$ cat src/rtl/fetch_unit_pkg.sv
// Shared widths, FSM state type and constants for the instruction fetch stage.
package fetch_unit_pkg;
   localparam int XLEN = 64;
   localparam int ILEN = 32;
   localparam logic [ILEN-1:0] NOP_INSTR = 32'h0000_0013;

   typedef enum logic [1:0] {
      S_IDLE = 2'd0,
      S_RUN  = 2'd1,
      S_HALT = 2'd2
   } fetch_state_t;
endpackage

$ cat src/rtl/fetch_unit_if.sv
// Fetch stage bus: pipeline control in, instruction memory port, IF/ID outputs.
interface fetch_unit_if;
   import fetch_unit_pkg::*;

   logic            stall;
   logic            redirect_valid;
   logic [XLEN-1:0] redirect_target;
   logic [ILEN-1:0] imem_rdata;
   logic [XLEN-1:0] imem_addr;
   logic            ifid_valid;
   logic [ILEN-1:0] ifid_instr;
   logic [XLEN-1:0] ifid_pc;
   logic [XLEN-1:0] ifid_pc_plus4;
   logic            misaligned_err;
   logic [31:0]     fetch_count;

   modport master (
      input  stall, redirect_valid, redirect_target, imem_rdata,
      output imem_addr, ifid_valid, ifid_instr, ifid_pc, ifid_pc_plus4,
             misaligned_err, fetch_count
   );

   modport slave (
      output stall, redirect_valid, redirect_target, imem_rdata,
      input  imem_addr, ifid_valid, ifid_instr, ifid_pc, ifid_pc_plus4,
             misaligned_err, fetch_count
   );
endinterface

$ cat src/rtl/fetch_unit_ifid_register.sv
// IF/ID pipeline register: load captures a new instruction, flush only drops valid.
module ifid_register
   import fetch_unit_pkg::*;
(
   input  logic            clk,
   input  logic            rst_n,
   input  logic            load,
   input  logic            flush,
   input  logic [ILEN-1:0] instr_d,
   input  logic [XLEN-1:0] pc_d,
   input  logic [XLEN-1:0] pc_plus4_d,
   output logic            valid,
   output logic [ILEN-1:0] instr,
   output logic [XLEN-1:0] pc,
   output logic [XLEN-1:0] pc_plus4
);

   always_ff @(posedge clk) begin
      if (!rst_n) begin
         valid    <= 1'b0;
         instr    <= '0;
         pc       <= '0;
         pc_plus4 <= '0;
      end else if (load) begin
         valid    <= 1'b1;
         instr    <= instr_d;
         pc       <= pc_d;
         pc_plus4 <= pc_plus4_d;
      end else if (flush) begin
         valid    <= 1'b0;
      end
   end

endmodule

$ cat src/rtl/fetch_unit.sv
// Instruction fetch stage: PC register, IDLE/RUN/HALT sequencing and IF/ID capture.
//  state  | meaning
//  S_IDLE | one cycle after reset, PC held, nothing captured
//  S_RUN  | fetching; stall holds, redirect flushes and retargets
//  S_HALT | misaligned redirect seen; frozen until reset
module fetch_unit
   import fetch_unit_pkg::*;
#(
   parameter logic [63:0] RESET_PC = 64'h0
) (
   input  logic         clk,
   input  logic         rst_n,
   fetch_unit_if.master bus
);

   fetch_state_t    state, state_nx;
   logic [XLEN-1:0] pc, pc_nx, pc_plus4, eff_target;
   logic [31:0]     fetch_count;
   logic            misaligned_err;
   logic            ifid_load, ifid_flush, cnt_inc, err_set;

   assign pc_plus4      = pc + 64'd4;
   assign eff_target    = bus.redirect_target & ~64'd1;
   assign bus.imem_addr = {2'b00, pc[XLEN-1:2]};

   always_ff @(posedge clk) begin
      if (!rst_n) state <= S_IDLE;
      else        state <= state_nx;
   end

   always_comb begin
      state_nx = state;
      case (state)
         S_IDLE:  state_nx = S_RUN;
         S_RUN:   if (bus.redirect_valid && eff_target[1]) state_nx = S_HALT;
         S_HALT:  state_nx = S_HALT;
         default: state_nx = S_IDLE;
      endcase
   end

   // Redirect is checked before stall so a taken branch always wins.
   always_comb begin
      pc_nx      = pc;
      ifid_load  = 1'b0;
      ifid_flush = 1'b0;
      cnt_inc    = 1'b0;
      err_set    = 1'b0;
      if (state == S_RUN) begin
         if (bus.redirect_valid) begin
            ifid_flush = 1'b1;
            if (eff_target[1]) err_set = 1'b1;
            else               pc_nx   = eff_target;
         end else if (!bus.stall) begin
            ifid_load = 1'b1;
            cnt_inc   = 1'b1;
            pc_nx     = pc_plus4;
         end
      end
   end

   always_ff @(posedge clk) begin
      if (!rst_n) begin
         pc             <= RESET_PC;
         fetch_count    <= '0;
         misaligned_err <= 1'b0;
      end else begin
         pc <= pc_nx;
         if (cnt_inc) fetch_count    <= fetch_count + 32'd1;
         if (err_set) misaligned_err <= 1'b1;
      end
   end

   assign bus.fetch_count    = fetch_count;
   assign bus.misaligned_err = misaligned_err;

   ifid_register u_ifid (
      .clk        (clk),
      .rst_n      (rst_n),
      .load       (ifid_load),
      .flush      (ifid_flush),
      .instr_d    (bus.imem_rdata),
      .pc_d       (pc),
      .pc_plus4_d (pc_plus4),
      .valid      (bus.ifid_valid),
      .instr      (bus.ifid_instr),
      .pc         (bus.ifid_pc),
      .pc_plus4   (bus.ifid_pc_plus4)
   );

endmodule
$ cat src/flat_wrapper.sv
// flat-port wrapper written by rule: the top's interface ports become plain ports
module fetch_unit_flat import fetch_unit_pkg::*;
#(
   parameter logic [63:0] RESET_PC = 64'h0
)
  (clk, rst_n, bus_stall, bus_redirect_valid, bus_redirect_target, bus_imem_rdata, bus_imem_addr, bus_ifid_valid, bus_ifid_instr, bus_ifid_pc, bus_ifid_pc_plus4, bus_misaligned_err, bus_fetch_count);
  fetch_unit_if bus_i ();
  input  logic clk;
  input  logic rst_n;
  input wire logic [$bits(bus_i.stall)-1:0] bus_stall;
  input wire logic [$bits(bus_i.redirect_valid)-1:0] bus_redirect_valid;
  input wire logic [$bits(bus_i.redirect_target)-1:0] bus_redirect_target;
  input wire logic [$bits(bus_i.imem_rdata)-1:0] bus_imem_rdata;
  output wire logic [$bits(bus_i.imem_addr)-1:0] bus_imem_addr;
  output wire logic [$bits(bus_i.ifid_valid)-1:0] bus_ifid_valid;
  output wire logic [$bits(bus_i.ifid_instr)-1:0] bus_ifid_instr;
  output wire logic [$bits(bus_i.ifid_pc)-1:0] bus_ifid_pc;
  output wire logic [$bits(bus_i.ifid_pc_plus4)-1:0] bus_ifid_pc_plus4;
  output wire logic [$bits(bus_i.misaligned_err)-1:0] bus_misaligned_err;
  output wire logic [$bits(bus_i.fetch_count)-1:0] bus_fetch_count;
  assign bus_i.stall = bus_stall;
  assign bus_i.redirect_valid = bus_redirect_valid;
  assign bus_i.redirect_target = bus_redirect_target;
  assign bus_i.imem_rdata = bus_imem_rdata;
  assign bus_imem_addr = bus_i.imem_addr;
  assign bus_ifid_valid = bus_i.ifid_valid;
  assign bus_ifid_instr = bus_i.ifid_instr;
  assign bus_ifid_pc = bus_i.ifid_pc;
  assign bus_ifid_pc_plus4 = bus_i.ifid_pc_plus4;
  assign bus_misaligned_err = bus_i.misaligned_err;
  assign bus_fetch_count = bus_i.fetch_count;
  fetch_unit #(.RESET_PC(RESET_PC)) u_core (.clk(clk), .rst_n(rst_n), .bus(bus_i));
endmodule
$ cat config.mk
export PLATFORM = sky130hd
export DESIGN_NAME = fetch_unit_flat
export DESIGN_NICKNAME = d
export VERILOG_FILES = /design/src/rtl/fetch_unit_pkg.sv /design/src/rtl/fetch_unit_if.sv /design/src/rtl/fetch_unit_ifid_register.sv /design/src/rtl/fetch_unit.sv /design/src/flat_wrapper.sv
export SDC_FILE = /design/constraint.sdc
export NUM_CORES = 1
export LEC_CHECK = 0
export CORE_MARGIN = 2
export CORE_UTILIZATION = 52
export CTS_CLUSTER_DIAMETER = 60
export DETAILED_ROUTE_END_ITERATION = 16
export PLACE_DENSITY = 0.87
export REMOVE_ABC_BUFFERS = 1
export SLEW_MARGIN = 40
export SYNTH_ARGS = -nofsm -noshare
export SYNTH_HDL_FRONTEND = slang
export SYNTH_SLANG_ARGS = --single-unit
export TNS_END_PERCENT = 30
$ cat constraint.sdc
create_clock -name clk -period 6.73 [get_ports clk]
set_input_delay 0.673 -clock clk [delete_from_list [all_inputs] [get_ports clk]]
set_output_delay 0.673 -clock clk [all_outputs]
set_load 0.01 [all_outputs]
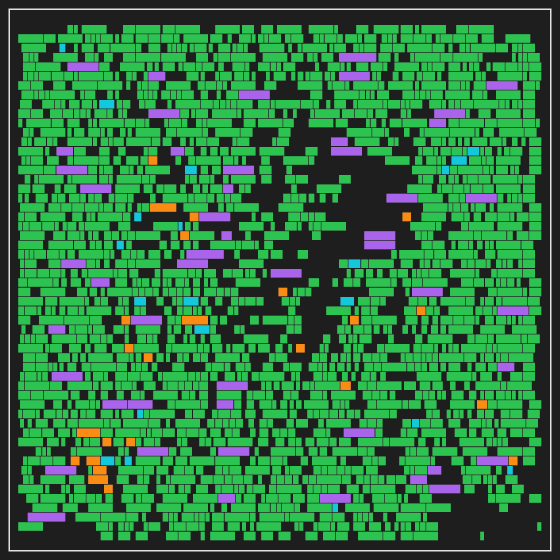
Figure 1: drive-strength map.
Key: purple = _6 and larger [cells 49]; orange = _3 and _4 cells [cells 24]; green = _0 and _1 cells [cells 1748]; cyan = _2 cells [cells 20]
worst-case setup margin in the final layout: 3.18 ns
number of non-clock buffers in the layout: 369
final standard cell area without fillers: 16600 sq um
synthesis-to-layout area growth: 37.3%

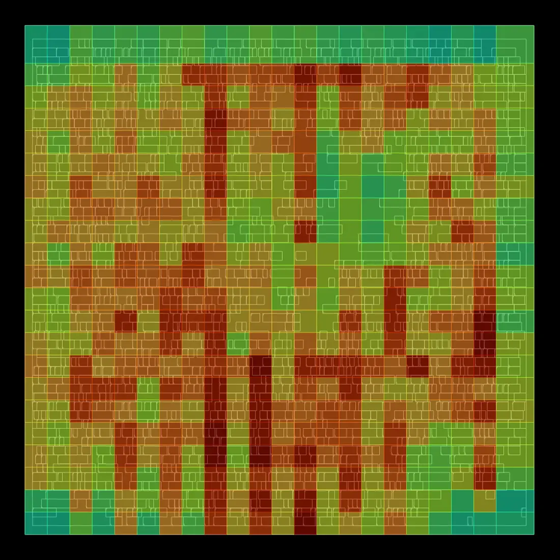
Figure 2: routing congestion.
overall fraction of global-route tracks in use: 0.325
met1 capacity usage during global routing: 0.392
layer with the highest usage after global routing: met2
met2 track utilization from global routing: 0.551
Final Util: 0.732

==> run notes <==
Status
• **status** finished, final reports clean

Logic synthesis
• **ys cells** 1573
• **Unique cell types** 66
• **Synth top area share** 0.420
• **average instance area after synthesis** 7.69 sq um
• **sequential area share after synthesis** 0.420
• **number of warning messages in the yosys log** 0
• **proportion of synthesized flip-flops having asynchronous set or reset** 0
• **leading post-synthesis cells by instance count** sky130_fd_sc_hd__nand2_1, sky130_fd_sc_hd__dfxtp_1, sky130_fd_sc_hd__a21oi_1
• **post-synthesis cell area** 12100 sq um

Timing
• **final number of max-transition violations** 0
• **worst hold slack** 0.452 ns
• **Fin Setup TNS** 0 ns
• **Setup-failing EPs final** 0
• **hold violation count in the final report** 0
• **achievable clock frequency** 0.282 GHz
• **normalized max-slew margin** 0.460
• **final critical path time including I/O delays and setup** 3.55 ns
• **pin slew with the least headroom to its limit** 0.803 ns

Drt
• **number of search-and-repair iterations in the first detailed-routing pass** 5
• **via count of the routed design** 13100
• **remaining antenna violation count** 0
• **starting DRC count in detailed routing** 1354
• **Avg Vias per Cell** 6.13

Worst setup path
• **Critical Path Source Type** register
• **Critical Path Most Common Cell** sky130_fd_sc_hd__or4_1
• **data required time of the critical path** 7.20 ns
• **RR Startpoint** u_core.pc[12]$_SDFFE_PN0P_
• **Critical Path End** u_core.pc[29]$_SDFFE_PN0P_
• **Critical-path top delay cell** sky130_fd_sc_hd__or4_1
• **launching instance or port of the critical path** u_core.pc[12]$_SDFFE_PN0P_
• **WP depth** 5
• **ordered list of cells on the worst path** nand4_1, or4_1, or4_1, or4_1, a31oi_1
• **Register-to-Register Path Depth** 5
• **type of the worst setup path** register to register
• **crit-path max FO** 16
• **family of cells with the greatest summed delay on the critical path** simple AND/OR/NAND/NOR gates

Power and ir drop
• **post-layout total power** 4.41 mW
• **clock share of power** 0.373
• **Power Combinational** 0.947 mW
• **internal power** 3.09 mW
• **Max VDD drop** 0.257 mV
• **Power Density** 266 nW/um^2
• **Largest Pwr Group** registers
• **switching fraction of total power** 0.301
• **part of the power in registers** 0.413

Min path
• **worst min-delay path startpoint** u_core.u_ifid.pc[6]$_SDFFE_PN0P_
• **worst hold path depth** 2
• **hold path endpoint** u_core.u_ifid.pc[6]$_SDFFE_PN0P_
• **HP Class** register to register

Place
• **worst setup slack after placement** 3.27 ns
• **instance area after placement** 15600 sq um
• **# placed instances** 2074

Clock tree
• **total of cells resized after clock tree synthesis** 0
• **maximum level of the CTS H-tree** 1
• **maximum clock insertion buffer count** 3
• **clock root cell** sky130_fd_sc_hd__clkbuf_16
• **total of hold buffers inserted after clock tree synthesis** 0

Final layout
• **antenna diode count** 2
• **portion of the layout cell area used by non-clock buffers** 0.222
• **fraction of final layout cells sized beyond drive strength 1** 0.0505
• **fill cell total of the finished layout** 1695
• **Logic Gate Count** 1153
• **number of non-clock inverters** 13
• **most frequent cells in the layout** sky130_fd_sc_hd__clkdlybuf4s50_1, sky130_fd_sc_hd__nand2_1, sky130_fd_sc_hd__dfxtp_1
• **number of standard cells in the final layout excluding fillers** 2128
• **flop share of the area** 0.306
• **MI comb area** 6410 sq um
• **number of flip-flops and latches** 254
• **net count of the finished layout** 1923

Die
• **ports placed on the boundary** 358
• **cell row count** 55
• **vertical die size** 157 microns
• **Total Die Area** 24500 sq um

Global route
• **total global routing overflow** 0
• **wire length of the first global-routing pass** 64500 microns

Job
• **Log Warnings** 30

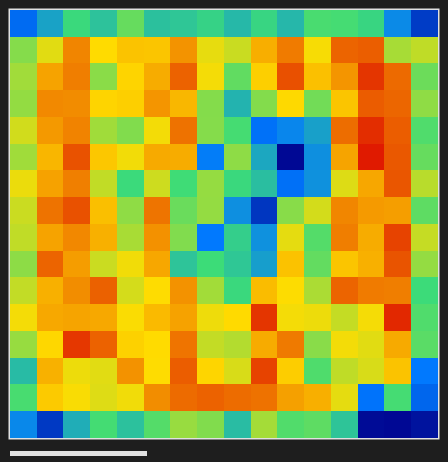
Figure 3: placement density heat map.
Scale bar: 50 microns. 16 x 16 tiles, from dark blue (low) to red (high), 0 to 100% covered.
The fullest tile reaches 97%. The mean over all tiles is 66%. 0.80% of the tiles are nearly empty. 43% of the tiles are over 75% full.
Core Util at FP: 0.533
Core Area: 22700 sq um

kinds of logic (layout without fill, tap and decap cells):
| group | Yosys count | after routing | synth area share |
|---|---|---|---|
| buffers and inverters | 171 | 434 | 0.0568 |
| adder cells (fa/ha/maj) | 4 | 4 | 0.00414 |
| multiplexers | 7 | 7 | 0.00590 |
| AND-OR/OR-AND | 402 | 402 | 0.199 |
| other | 1 | 8 | 0.000310 |
| XOR/XNOR | 55 | 55 | 0.0398 |
| flip-flops | 254 | 254 | 0.420 |
| AND/OR/NAND/NOR | 679 | 679 | 0.273 |
routing by layer:
layer / vias to the layer above / wire [microns] / track usage
met5: - / 0 / 0
met4: 0 / 1680 / 0.134
met3: 124 / 3920 / 0.0836
met2: 664 / 19900 / 0.551
met1: 6176 / 16300 / 0.392
li1: 6087 / - / -
Power is estimated from default activity; no workload was simulated.
